## src/rtl/expand_view_challenge_rs.sv

```systemverilog
// ExpandViewChallenge: streams h2 to the hash core, then rejection-samples the squeezed
// words into TAU challenge indices below N_PARTIES, with a squeeze budget and failure flag.
module expand_view_challenge_rs #(
    parameter int SEED_SIZE = 128,
    parameter int TAU       = 17,
    parameter int WORD_W    = 32,
    parameter int ELEM_BITS = 8,
    parameter int N_PARTIES = 256,
    parameter int MAX_WORDS = 64,
    localparam int H2_WORDS = 2 * SEED_SIZE / 32,
    localparam int H2_AW    = (H2_WORDS > 1) ? $clog2(H2_WORDS) : 1,
    localparam int IS_AW    = (TAU > 1) ? $clog2(TAU) : 1,
    localparam int WU_W     = $clog2(MAX_WORDS + 1)
) (
    input  logic                 i_clk,
    input  logic                 i_rst,
    input  logic                 i_start,
    output logic                 o_done,
    output logic                 o_fail,
    input  logic [31:0]          i_h2,
    input  logic [H2_AW-1:0]     i_h2_addr,
    input  logic                 i_h2_wr_en,
    output logic [31:0]          o_hash_data_in,
    input  logic [H2_AW-1:0]     i_hash_addr,
    input  logic                 i_hash_rd_en,
    input  logic [WORD_W-1:0]    i_hash_data_out,
    input  logic                 i_hash_data_out_valid,
    output logic                 o_hash_data_out_ready,
    output logic [31:0]          o_hash_input_length,
    output logic [31:0]          o_hash_output_length,
    output logic                 o_hash_start,
    output logic                 o_hash_force_done,
    input  logic                 i_hash_force_done_ack,
    output logic [ELEM_BITS-1:0] o_i_star,
    input  logic [IS_AW-1:0]     i_i_star_addr,
    input  logic                 i_i_star_rd_en,
    output logic [WU_W-1:0]      o_words_used
);

    localparam int E     = WORD_W / ELEM_BITS;
    localparam int EI_W  = (E > 1) ? $clog2(E) : 1;
    localparam int CNT_W = $clog2(TAU + 1);
    localparam logic [31:0] NP_BOUND = 32'(N_PARTIES);

    typedef enum logic [2:0] {
        ST_IDLE,
        ST_WAIT,
        ST_EXTRACT,
        ST_FLUSH,
        ST_DONE
    } state_t;

    state_t              state_q, state_d;
    logic [CNT_W-1:0]    cnt_q, cnt_d;
    logic [WU_W-1:0]     words_q, words_d;
    logic [WORD_W-1:0]   sreg_q, sreg_d;
    logic [EI_W-1:0]     idx_q, idx_d;
    logic                fail_q, fail_d;
    logic                hstart_q, hstart_d;
    logic [31:0]         hdin_q;
    logic [ELEM_BITS-1:0] istar_q;

    logic [ELEM_BITS-1:0] cand;
    logic                 accept;
    logic                 last_cand;
    logic                 is_we;
    logic                 busy;
    logic [IS_AW-1:0]     is_addr;
    logic [H2_AW-1:0]     h2_addr;

    logic [31:0]          h2_mem [H2_WORDS];
    logic [ELEM_BITS-1:0] is_mem [TAU];

    assign cand      = sreg_q[WORD_W-1 -: ELEM_BITS];
    assign accept    = 32'(cand) < NP_BOUND;
    assign last_cand = idx_q == EI_W'(E - 1);
    assign busy      = state_q != ST_IDLE;

    always_ff @(posedge i_clk) begin
        if (i_rst) begin
            state_q  <= ST_IDLE;
            cnt_q    <= '0;
            words_q  <= '0;
            sreg_q   <= '0;
            idx_q    <= '0;
            fail_q   <= 1'b0;
            hstart_q <= 1'b0;
        end else begin
            state_q  <= state_d;
            cnt_q    <= cnt_d;
            words_q  <= words_d;
            sreg_q   <= sreg_d;
            idx_q    <= idx_d;
            fail_q   <= fail_d;
            hstart_q <= hstart_d;
        end
    end

    always_comb begin
        state_d               = state_q;
        cnt_d                 = cnt_q;
        words_d               = words_q;
        sreg_d                = sreg_q;
        idx_d                 = idx_q;
        fail_d                = fail_q;
        hstart_d              = 1'b0;
        is_we                 = 1'b0;
        o_hash_data_out_ready = 1'b0;
        o_hash_force_done     = 1'b0;
        o_done                = 1'b0;
        case (state_q)
            ST_IDLE: begin
                if (i_start) begin
                    hstart_d = 1'b1;
                    fail_d   = 1'b0;
                    words_d  = '0;
                    cnt_d    = '0;
                    idx_d    = '0;
                    state_d  = ST_WAIT;
                end
            end
            ST_WAIT: begin
                o_hash_data_out_ready = 1'b1;
                if (i_hash_data_out_valid) begin
                    sreg_d  = i_hash_data_out;
                    words_d = words_q + WU_W'(1);
                    idx_d   = '0;
                    state_d = ST_EXTRACT;
                end
            end
            ST_EXTRACT: begin
                if (accept) begin
                    is_we = 1'b1;
                    cnt_d = cnt_q + CNT_W'(1);
                end
                sreg_d = sreg_q << ELEM_BITS;
                idx_d  = idx_q + EI_W'(1);
                // Reaching TAU wins over budget exhaustion on the same candidate.
                if (accept && (cnt_q == CNT_W'(TAU - 1))) begin
                    state_d = ST_FLUSH;
                end else if (last_cand) begin
                    if (words_q == WU_W'(MAX_WORDS)) begin
                        fail_d  = 1'b1;
                        state_d = ST_FLUSH;
                    end else begin
                        state_d = ST_WAIT;
                    end
                end
            end
            ST_FLUSH: begin
                o_hash_force_done = 1'b1;
                if (i_hash_force_done_ack) begin
                    state_d = ST_DONE;
                end
            end
            ST_DONE: begin
                o_done  = 1'b1;
                state_d = ST_IDLE;
            end
            default: state_d = ST_IDLE;
        endcase
    end

    // h2 store: a single port shared between user writes and hash-core reads.
    assign h2_addr = i_h2_wr_en ? i_h2_addr : i_hash_addr;

    always_ff @(posedge i_clk) begin
        if (i_h2_wr_en) begin
            h2_mem[h2_addr] <= i_h2;
        end
    end

    always_ff @(posedge i_clk) begin
        if (i_rst) begin
            hdin_q <= '0;
        end else if (!i_h2_wr_en && i_hash_rd_en) begin
            hdin_q <= h2_mem[h2_addr];
        end
    end

    // i_star store: internal write address owns the port whenever a run is in flight.
    assign is_addr = busy ? cnt_q[IS_AW-1:0] : i_i_star_addr;

    always_ff @(posedge i_clk) begin
        if (is_we) begin
            is_mem[is_addr] <= cand;
        end
    end

    always_ff @(posedge i_clk) begin
        if (i_rst) begin
            istar_q <= '0;
        end else if (i_i_star_rd_en) begin
            istar_q <= is_mem[is_addr];
        end
    end

    assign o_fail               = fail_q;
    assign o_hash_start         = hstart_q;
    assign o_words_used         = words_q;
    assign o_hash_data_in       = hdin_q;
    assign o_i_star             = istar_q;
    assign o_hash_input_length  = 32'(2 * SEED_SIZE);
    assign o_hash_output_length = 32'(MAX_WORDS * WORD_W);

endmodule

```

## config.mk

```make
export PLATFORM = sky130hd
export DESIGN_NAME = expand_view_challenge_rs
export DESIGN_NICKNAME = d
export VERILOG_FILES = /design/src/rtl/expand_view_challenge_rs.sv
export SDC_FILE = /design/constraint.sdc
export NUM_CORES = 1
export LEC_CHECK = 0
export CORE_MARGIN = 4
export CORE_UTILIZATION = 51
export DETAILED_ROUTE_END_ITERATION = 6
export GPL_TIMING_DRIVEN = 0
export HOLD_SLACK_MARGIN = 0.12
export PLACE_DENSITY = 0.77
export SLEW_MARGIN = 20
export SYNTH_ARGS = -nofsm -noshare
export SYNTH_HDL_FRONTEND = slang
export SYNTH_SLANG_ARGS = --single-unit
```

## constraint.sdc

```tcl
create_clock -name i_clk -period 3.9 [get_ports i_clk]
set_input_delay 0.78 -clock i_clk [delete_from_list [all_inputs] [get_ports i_clk]]
set_output_delay 0.78 -clock i_clk [all_outputs]
set_load 0.005 [all_outputs]
```

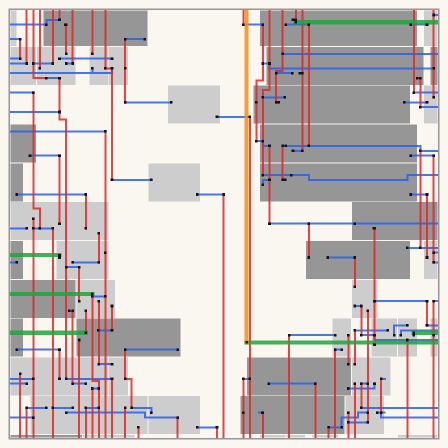
(run_1/closeup.png)
Window x 86 to 116, y 46 to 76 um. Cells in grey, sequential cells in the stronger grey; small squares are vias.
colour	layer
red	M2
blue	M1
green	M3
orange	M4
cells with their middle in the window	30
most frequent	dfxtp_1 (6), edfxtp_1 (5)
sequential cells in the window	11
netlist names of flops here include	`is_mem` (5), `sreg_q` (4), `o_hash_data_in` (2)

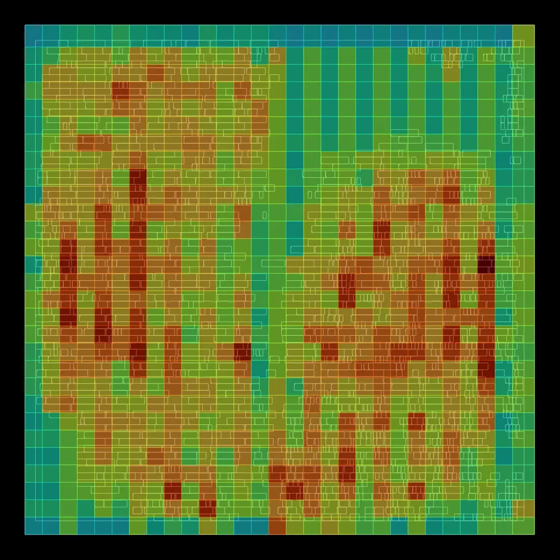
(run_1/congestion_map.png)
Top Usage Layer GRT: met2
WL per Instance: 21.3 um
met2 Resource Use GR: 0.357
M3 GR Usage: 0.0441

==> qor.txt, run 1 <==
Fraction of layout cells with a size suffix above 1: 0.174
Antenna diodes: 0
Mapped Cells: 1250
Layout Nets: 1598
Total power: 12.8 mW
Die area: 40800 um^2
Die H: 202 um
Critical path class: primary input to flop
Final TNS setup: 0 ns
Placed cell area: 21700 um^2
Leak pwr: 7.97 nW
Final Cycle Share: 0.809
CTS resizes: 0
Initial antenna violation count: 4
Clock Pin Slew Worst Setup and Hold Paths: 0.06 ns
Drt first pass iters: 6
Gpl congestion: 0.873
Hold Vio Cnt, Final: 0
Maxcap violations: 0
Placed Cells incl. Taps: 1965
Reg2reg setup slack: 0.75 ns
Biggest register: h2_mem
Post-synthesis sequential element count: 483
Area growth syn-to-layout: 20.8%
Top delay family on crit path: simple AND/OR/NAND/NOR gates
Clk_lat worst skew: 0.56 ns
Max_slew headroom: 0.345
EDFF count, synth: 392
Peak supply drop: 0.430 mV
Yosys synthesis chip area: 19200 um^2
Average cell area after synthesis: 15.3 um^2
Ys Warns: 0
Vias per cell: 5.63
TritonCTS Buffers: 47
Max incr delay on CP: 0.79 ns
Hold Crit Class: flop to flop
Final setup skew: 0.0118 ns
Init Core Util: 0.520
Top cell excl fill/tap: edfxtp_1
Final cell count without fillers: 2053
Largest registers: h2_mem (256), is_mem (136)
Hold_buf cts: 0
CP cell instances: clkdlybuf4s50_1, or4b_1, nand2_1, buf_4, buf_2, nand3_1, nor2_1
Routed Antenna Nets: 0
First-pass GRT wire length: 66900 um
Startpoint Class: primary input
Mapped Area: 19200 um^2
CTS tree: done
Top Layout Cells: 392 x edfxtp_1, 139 x nand2_1, 132 x clkdlybuf4s50_1, 91 x dfxtp_1, 79 x nor2_1
Ports: 199
H-tree lvl count: 2
DRC Markers: 0
Fmax: 0.317 GHz
Fin Hold WS: 0.455 ns
Synth cell types: 54
Core ar.: 36900 um^2
Max reg flops: 256
Status: finished, final reports clean
Crit path buffers/inverters: 3
Final core utilization: 0.629
Period minus WS final: 3.16 ns
Fraction of registers with async set/reset: 0
Root Driver: clkbuf_16
Starting DRT DRC Count: 894
Power Density: 552 nW/um^2
Worst-path fanout max: 10
Cell Rows: 70
Final Cell Area: 23200 um^2
CP endpoint kind: flop
Pins Over Slew Limit: 0
HPWL Detailed: 29100 um
Clock buffer depth: 3
Ys flop type: edfxtp_1
Worst slew pin tran: 0.956 ns
Sink Count: 483
Critical path's slowest cell: nor2_1
Vias in the first global route: 11800
Die Wd: 202 um
Post-route setup slack: 0.744 ns
GRT overflow: 0
Total track usage: 0.211
PortBufs: 132
Seq share, synth: 0.709
Final setup fails: 0
Post-CTS Setup Repair Bufs: 0
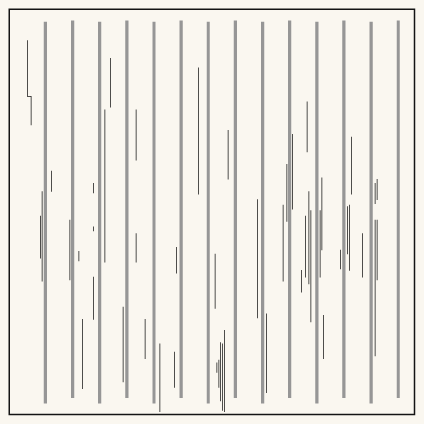
(run_1/m4.png)
(2 px per um) Supply wires on this layer in grey.
main direction	vertical
nets with wire on the layer	36
total wire length: 43700 um
via count: 11600

run 1: final timing paths:
path                                start                       to  depth (start not counted)
hold reg to reg   sreg_q[19]$_SDFFE_PP0P_  sreg_q[19]$_SDFFE_PP0P_                          2
hold / removal    sreg_q[19]$_SDFFE_PP0P_  sreg_q[19]$_SDFFE_PP0P_                          2
setup / recovery         i_i_star_addr[1]   is_mem[2][3]$_DFFE_PP_                          7
setup reg to reg  state_q[1]$_SDFFE_PP0P_   is_mem[0][0]$_DFFE_PP_                          6
run 1: report_power, final:
part           switching [mW]  leakage (nW)  internal (mW)
registers               0.207          4.33           5.90
clock network            1.84         0.722           2.50
logic                    1.42          2.91          0.926
total                    3.47          7.97           9.32
run 1: cells by family after synthesis:
group,after synthesis,share of synthesized area
flops,483,0.709
simple gates,321,0.0735
compound gates,171,0.0585
buf+inv,136,0.0429
mux,128,0.111
fa+ha+maj,5,0.00326
xor+xnor,4,0.00183
other cells,2,0.000392
run 1: cell type report:
type                       instances  area (um^2)
fill                            2594        13700
timing repair buffer             149         1590
inverter                           4         15.0
tap                              504          631
multi-input combinational        693         5050
buffer                           132          807
clock buffer                      67         1320
clock inverter                    21          164
sequential                       483        13600
run 1: cells in the mapped netlist (27+ instances only):
cell	number	area (um^2)
nor2_1	85	319
a22oi_1	27	203
dfxtp_1	91	1820
mux2i_1	54	541
nand2_1	139	522
nand3_1	41	205
clkbuf_1	30	113
mux4_2	64	1440
buf_4	71	533
a211oi_1	34	255
edfxtp_1	392	11800
a21oi_1	66	330
run 1: per-layer routing:
layer,share of wire,up-vias,GRT usage
li1,-,5176,-
met5,0.0012,-,0
met4,0.032,6,0.0740
met3,0.077,112,0.0441
met2,0.50,504,0.357
met1,0.39,5760,0.274
==> run_1/gates.png <==
(3 px per um)
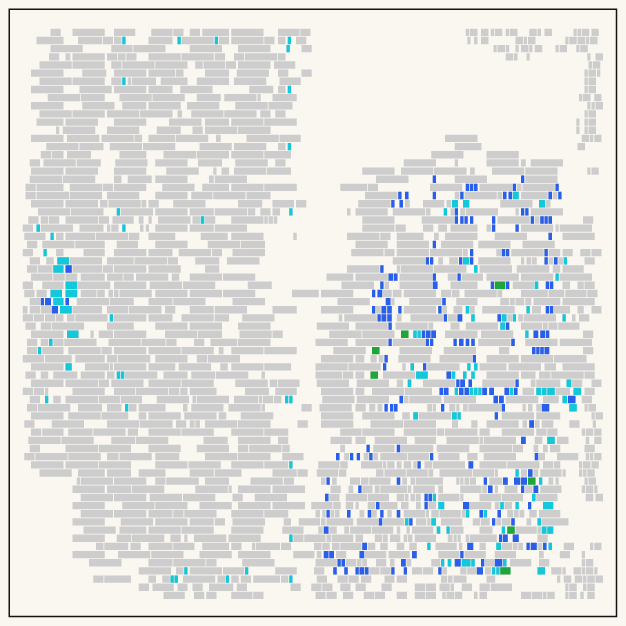

--- run 2 (diff from run 1) ---
==> constraint.sdc (replaced) <==
create_clock -name i_clk -period 2.8 [get_ports i_clk]
set_input_delay 0.56 -clock i_clk [delete_from_list [all_inputs] [get_ports i_clk]]
set_output_delay 0.56 -clock i_clk [all_outputs]
set_load 0.005 [all_outputs]
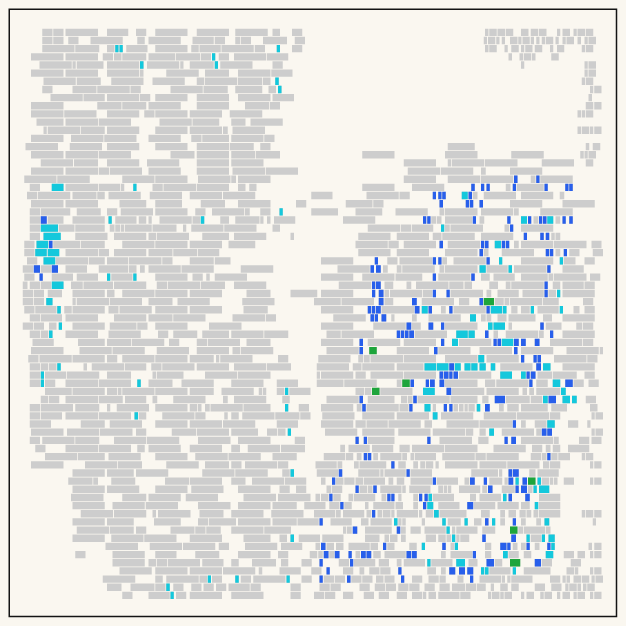
(run_2/gates.png)
(3 px per um)
colour	family	cells	most used
cyan	nor cells	114	nor2_1
blue	nand cells	194	nand2_1
green	non-inverting ao/oa cells	7	a21o_1
final cell count without fillers: 2044
logic share of the area: 0.221

==> run 2 against run 1 <==
Clock skew up 0.014 ns. Largest cell class unchanged. Flip-flop count stayed put. Critical path type unchanged. Design area is 0.47% higher. Cell count is 0.44% lower. Worst hold slack hardly changed. Core utilization up 0.30 points. Largest power group unchanged. Non-clock buffer count is 7 lower.
==> qor.txt, run 2 <==
Startpoint Class: primary input
Highest Signal Layer: met5
Dominant cell by count in the synthesized netlist: edfxtp_1
Fraction of registers with async set/reset: 0 (unchanged)
Area leader, netlist: edfxtp_1
Maxcap violations: 0 (unchanged)
Final TNS setup: 0 ns (unchanged)
Cell Rows: 70 (unchanged)
Top cells by count: 392 x edfxtp_1, 139 x nand2_1, 91 x dfxtp_1
Clock Power Share: 0.344 (+0.005)
Status: finished, final reports clean
Fin Hold WS: 0.455 ns (-0.000114 ns)
Fraction of layout cells with a size suffix above 1: 0.186 (+0.0127)
Initial antenna violation count: 3 (-1)
Largest family of logic cells by area: multiplexers
Average cell area after synthesis: 15.3 um^2 (unchanged)
Power Internal: 13.1 mW (+41%)
Hold_sp: sreg_q[18]$_SDFFE_PP0P_
Top delay family on crit path: simple AND/OR/NAND/NOR gates
Root Driver: clkbuf_16
Top Usage Layer GRT: met2
Mapped Cells: 1250 (unchanged)
Antenna diodes: 0 (unchanged)
Peak supply drop: 0.537 mV (+25%)
Ys Warns: 0 (unchanged)
Via count: 11400 (-1.2%)
Mux frac, synth: 0.111 (unchanged)
Met2 Resource Use GR: 0.361 (+0.00421)
Fillers: 2642 (+1.9%)
Top cell excl fill/tap: edfxtp_1
Hold_buf cts: 0 (unchanged)
Ys flop type: edfxtp_1
Net Sw Frac: 0.272 (+0.000450)
Comb area: 5160 um^2 (+2.1%)
Total power: 18.0 mW (+41%)
Max incr delay on CP: 0.58 ns (-0.21 ns)
Yosys synthesis chip area: 19200 um^2 (unchanged)
Post-synthesis simple-gate area fraction: 0.0735 (unchanged)
==> run 2: cell count changes in the layout (fill, tap and decap cells not counted), moves of 3 or more <==
cell	before	now
nor2_2	0	10
buf_6	6	3
buf_4	76	71
clkinv_1	9	1
nor2_1	79	62
nor2_4	7	14
==> run 2: repair_timing <==
| action | 4_1_cts | 5_1_grt |
|---|---|---|
| gates cloned | 0 | 0 |
| buffers inserted | 0 | 0 |
| pin swaps | 0 | 0 |
| setup endpoints to repair | 136 | 59 |
| gates resized | 19 | 9 |
==> run 2: cell type report <==
class,count,area share
multi-input cells,693,0.221
well taps,504,0.0271
flip-flops and latches,483,0.584
repair buffers,144,0.0671
clock inverters,13,0.00596
inverters,4,0.000645
clock buffers,73,0.0596
plain buffers,130,0.0344
==> run 2: cells by family (layout without fill, tap and decap cells) <==
| logic type | Yosys count | count (layout) |
|---|---|---|
| AND-OR/OR-AND | 171 | 171 |
| adder cells (fa/ha/maj) | 5 | 5 |
| flip-flops | 483 | 483 |
| AND/OR/NAND/NOR | 321 | 321 |
| multiplexers | 128 | 128 |
| XOR/XNOR | 4 | 4 |
| other | 2 | 64 |
| buffers and inverters | 136 | 364 |
==> run 2: worst max path at each step <==
stage	start	endpoint	depth (start not counted)
2_1_floorplan	i_h2_wr_en	h2_mem[2][0]$_DFFE_PP_	3
3_3_place_gp	i_h2_addr[2]	h2_mem[2][21]$_DFFE_PP_	3
3_5_place_dp	i_i_star_addr[1]	is_mem[10][4]$_DFFE_PP_	7
4_1_cts	state_q[2]$_SDFFE_PP0P_	is_mem[8][0]$_DFFE_PP_	7
5_1_grt	i_i_star_addr[1]	is_mem[10][2]$_DFFE_PP_	7
6_report	i_i_star_addr[1]	is_mem[10][2]$_DFFE_PP_	7
==> run_2/route_heat.png <==
(2 px per um) The die is cut into 20 by 20 equal tiles; white is low, dark blue is high, scaled to the fullest tile. Values are wire area over tile area, all layers added.
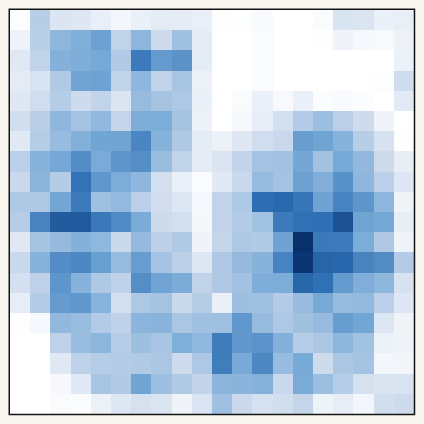

--- run 3 (diff from run 2) ---
--- a/config.mk
+++ b/config.mk
@@ -6,11 +6,11 @@
 export NUM_CORES = 1
 export LEC_CHECK = 0
 export CORE_MARGIN = 4
-export CORE_UTILIZATION = 51
+export CORE_UTILIZATION = 57
 export DETAILED_ROUTE_END_ITERATION = 6
 export GPL_TIMING_DRIVEN = 0
 export HOLD_SLACK_MARGIN = 0.12
-export PLACE_DENSITY = 0.77
+export PLACE_DENSITY = 0.81
 export SLEW_MARGIN = 20
 export SYNTH_ARGS = -nofsm -noshare
 export SYNTH_HDL_FRONTEND = slang
==> constraint.sdc (replaced) <==
create_clock -name i_clk -period 3.1 [get_ports i_clk]
set_input_delay 0.62 -clock i_clk [delete_from_list [all_inputs] [get_ports i_clk]]
set_output_delay 0.62 -clock i_clk [all_outputs]
set_load 0.005 [all_outputs]
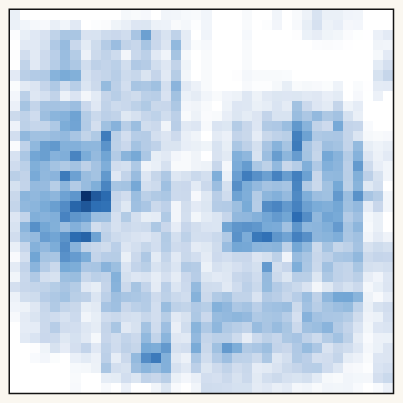
(run_3/route_heat.png)
(2 px per um) The die is cut into 38 by 38 equal tiles; white is low, dark blue is high, scaled to the fullest tile. Values are wire area over tile area, all layers added.
emptiest ninth of the die	north-east
densest ninth of the die	west
tiles over half the peak	7.3%
nearly empty tiles	11%
mean over tiles	0.20
fullest tile	0.86
via count: 11700
total track usage: 0.241

==> run 3 against run 2 <==
Design area shrank 0.74%. Largest power group unchanged. Critical path depth is 1 lower. Die area down 10%. Synthesized cell count unchanged. Highest routed layer unchanged. Flip-flop count unchanged. Via count grew 2.1%. Combinational power shrank 11%. The flow now finishes with violations (negative setup slack). Clock power shrank 11%.
==> qor.txt, run 3 <==
Number of cells on the critical path: 6 (-1)
Maxcap violations: 0 (unchanged)
Post-route setup slack: -0.0376 ns
Register-to-Register Path Depth: 6
Die area: 36600 um^2
Routed Antenna Nets: 0
Comb area: 5090 um^2 (-1.2%)
Pin count of the biggest net entering global routing: 21
Post-synthesis simple-gate area fraction: 0.0735 (unchanged)
Final cell count without fillers: 1983 (-3.0%)
Final setup fails: 9
Sequential Power Share: 0.476
Final TNS setup: -0.284 ns (-0.284 ns)
Ys Warns: 0 (unchanged)
Dominant cell by count in the synthesized netlist: edfxtp_1
Reg2reg end: is_mem[0][5]$_DFFE_PP_
WL per Instance: 22.4 um
Fmax: 0.319 GHz
Mapped Cells: 1250 (unchanged)
Peak supply drop: 0.590 mV (+9.9%)
Fin Hold WS: 0.457 ns (+0.00163 ns)
Highest Signal Layer: met5
Die Wd: 191 um
Clock Power Share: 0.341 (-0.003)
WL met2: 22400 um
Seq share, synth: 0.709
Initial antenna violation count: 3 (unchanged)
Post-synthesis sequential element count: 483
WP data required: 3.26 ns
Hold Path Cell Cnt: 2
Largest family of logic cells by area: multiplexers
CP Capture Point: is_mem[0][5]$_DFFE_PP_
Worst setup startpoint: state_q[1]$_SDFFE_PP0P_
Die H: 191 um
Average cell area after synthesis: 15.3 um^2 (unchanged)
XOR-XNOR Cells, Area Fraction: 0.00183
Area leader, netlist: edfxtp_1
Max incr delay on CP: 0.78 ns (+0.20 ns)
Met2 Resource Use GR: 0.408 (+0.0468)
Worst-path fanout max: 10
Top cells by count: 392 x edfxtp_1, 139 x nand2_1, 91 x dfxtp_1
Net Sw Frac: 0.274 (+0.00180)
Status: finished, violations left
M3 GR Usage: 0.0420
Top cell excl fill/tap: edfxtp_1
Antenna diodes: 0 (unchanged)
Yosys synthesis chip area: 19200 um^2 (unchanged)
Root Driver: clkbuf_16
HPWL Detailed: 28900 um
Total power: 16.2 mW (-10%)
AO/OA Area Share: 0.0585
Top Layout Cells: 392 x edfxtp_1, 139 x nand2_1, 132 x clkdlybuf4s50_1, 91 x dfxtp_1, 71 x buf_4
Reg2reg setup slack: -0.04 ns
Power Density: 699 nW/um^2
Critical path's slowest cell: nor2_1
Fillers: 2141 (-19%)
Top Usage Layer GRT: met2
Failing checks: negative setup slack
Fraction of layout cells with a size suffix above 1: 0.184 (-0.00207)
Synth cell types: 54
NetSw: 4.42 mW
Vias in the first global route: 11600
Mux frac, synth: 0.111 (unchanged)
Cell Rows: 66 (-5.7%)
Placed Cells incl. Taps: 1897
Power Internal: 11.7 mW (-11%)
Post-CTS Setup Repair Bufs: 0 (unchanged)
Ports: 199
Ys cells: 1250
Fraction of registers with async set/reset: 0 (unchanged)
Init Core Util: 0.584
CTS tree: done
Top cells, area: edfxtp_1 61%, dfxtp_1 9.5%, mux4_2 7.5%, mux2i_1 2.8%, buf_4 2.8%
Top delay family on crit path: simple AND/OR/NAND/NOR gates
Hold_buf cts: 0 (unchanged)
GR Layer Usage met1: 0.320
Startpoint Class: flop
Largest registers: h2_mem (256), is_mem (136)
Ys flop type: edfxtp_1
==> run 3: cell count changes in the layout (fill, tap and decap cells not counted), sizes merged <==
cell    before  now
buf        112  113
bufinv       2    1
clkbuf     103   98
clkinv       8   14
==> run 3: final cells by class <==
class | instances | area share
buffer | 132 | 0.0349
clock buffer | 68 | 0.0591
clock inverter | 18 | 0.00590
inverter | 4 | 0.000650
multi-input combinational | 693 | 0.220
sequential | 483 | 0.588
tap | 442 | 0.0239
timing repair buffer | 143 | 0.0670
==> run 3: cells by family (layout without fill, tap and decap cells) <==
group,after synthesis,after routing
AND-OR/OR-AND,171,171
XOR/XNOR,4,4
adder cells (fa/ha/maj),5,5
buffers and inverters,136,365
flip-flops,483,483
multiplexers,128,128
other,2,64
AND/OR/NAND/NOR,321,321
==> run 3: worst min-delay path by stage <==
stage / start / end / slack [ns]
after detailed placement: sreg_q[14]$_SDFFE_PP0P_ / sreg_q[14]$_SDFFE_PP0P_ / 0.45
after global routing: sreg_q[14]$_SDFFE_PP0P_ / sreg_q[14]$_SDFFE_PP0P_ / 0.47
after global placement: sreg_q[23]$_SDFFE_PP0P_ / sreg_q[23]$_SDFFE_PP0P_ / 0.45
after floorplan: sreg_q[23]$_SDFFE_PP0P_ / sreg_q[23]$_SDFFE_PP0P_ / 0.44
final: sreg_q[14]$_SDFFE_PP0P_ / sreg_q[14]$_SDFFE_PP0P_ / 0.46
after CTS: sreg_q[14]$_SDFFE_PP0P_ / sreg_q[14]$_SDFFE_PP0P_ / 0.46
==> run 3: worst reg2reg max path: cells and delay by family, from the launching register on <==
family	cells	cell delay [ns]
buffers and inverters	3	0.98
and+or+nand+nor	3	1.33
DFF	1	0.44
==> run 3: repair_timing <==
action                                  4_1_cts  5_1_grt
gates resized                                 0       12
endpoints found under the setup margin        0      128
hold endpoints to repair                      0        0
Power is estimated from default activity; no workload was simulated.
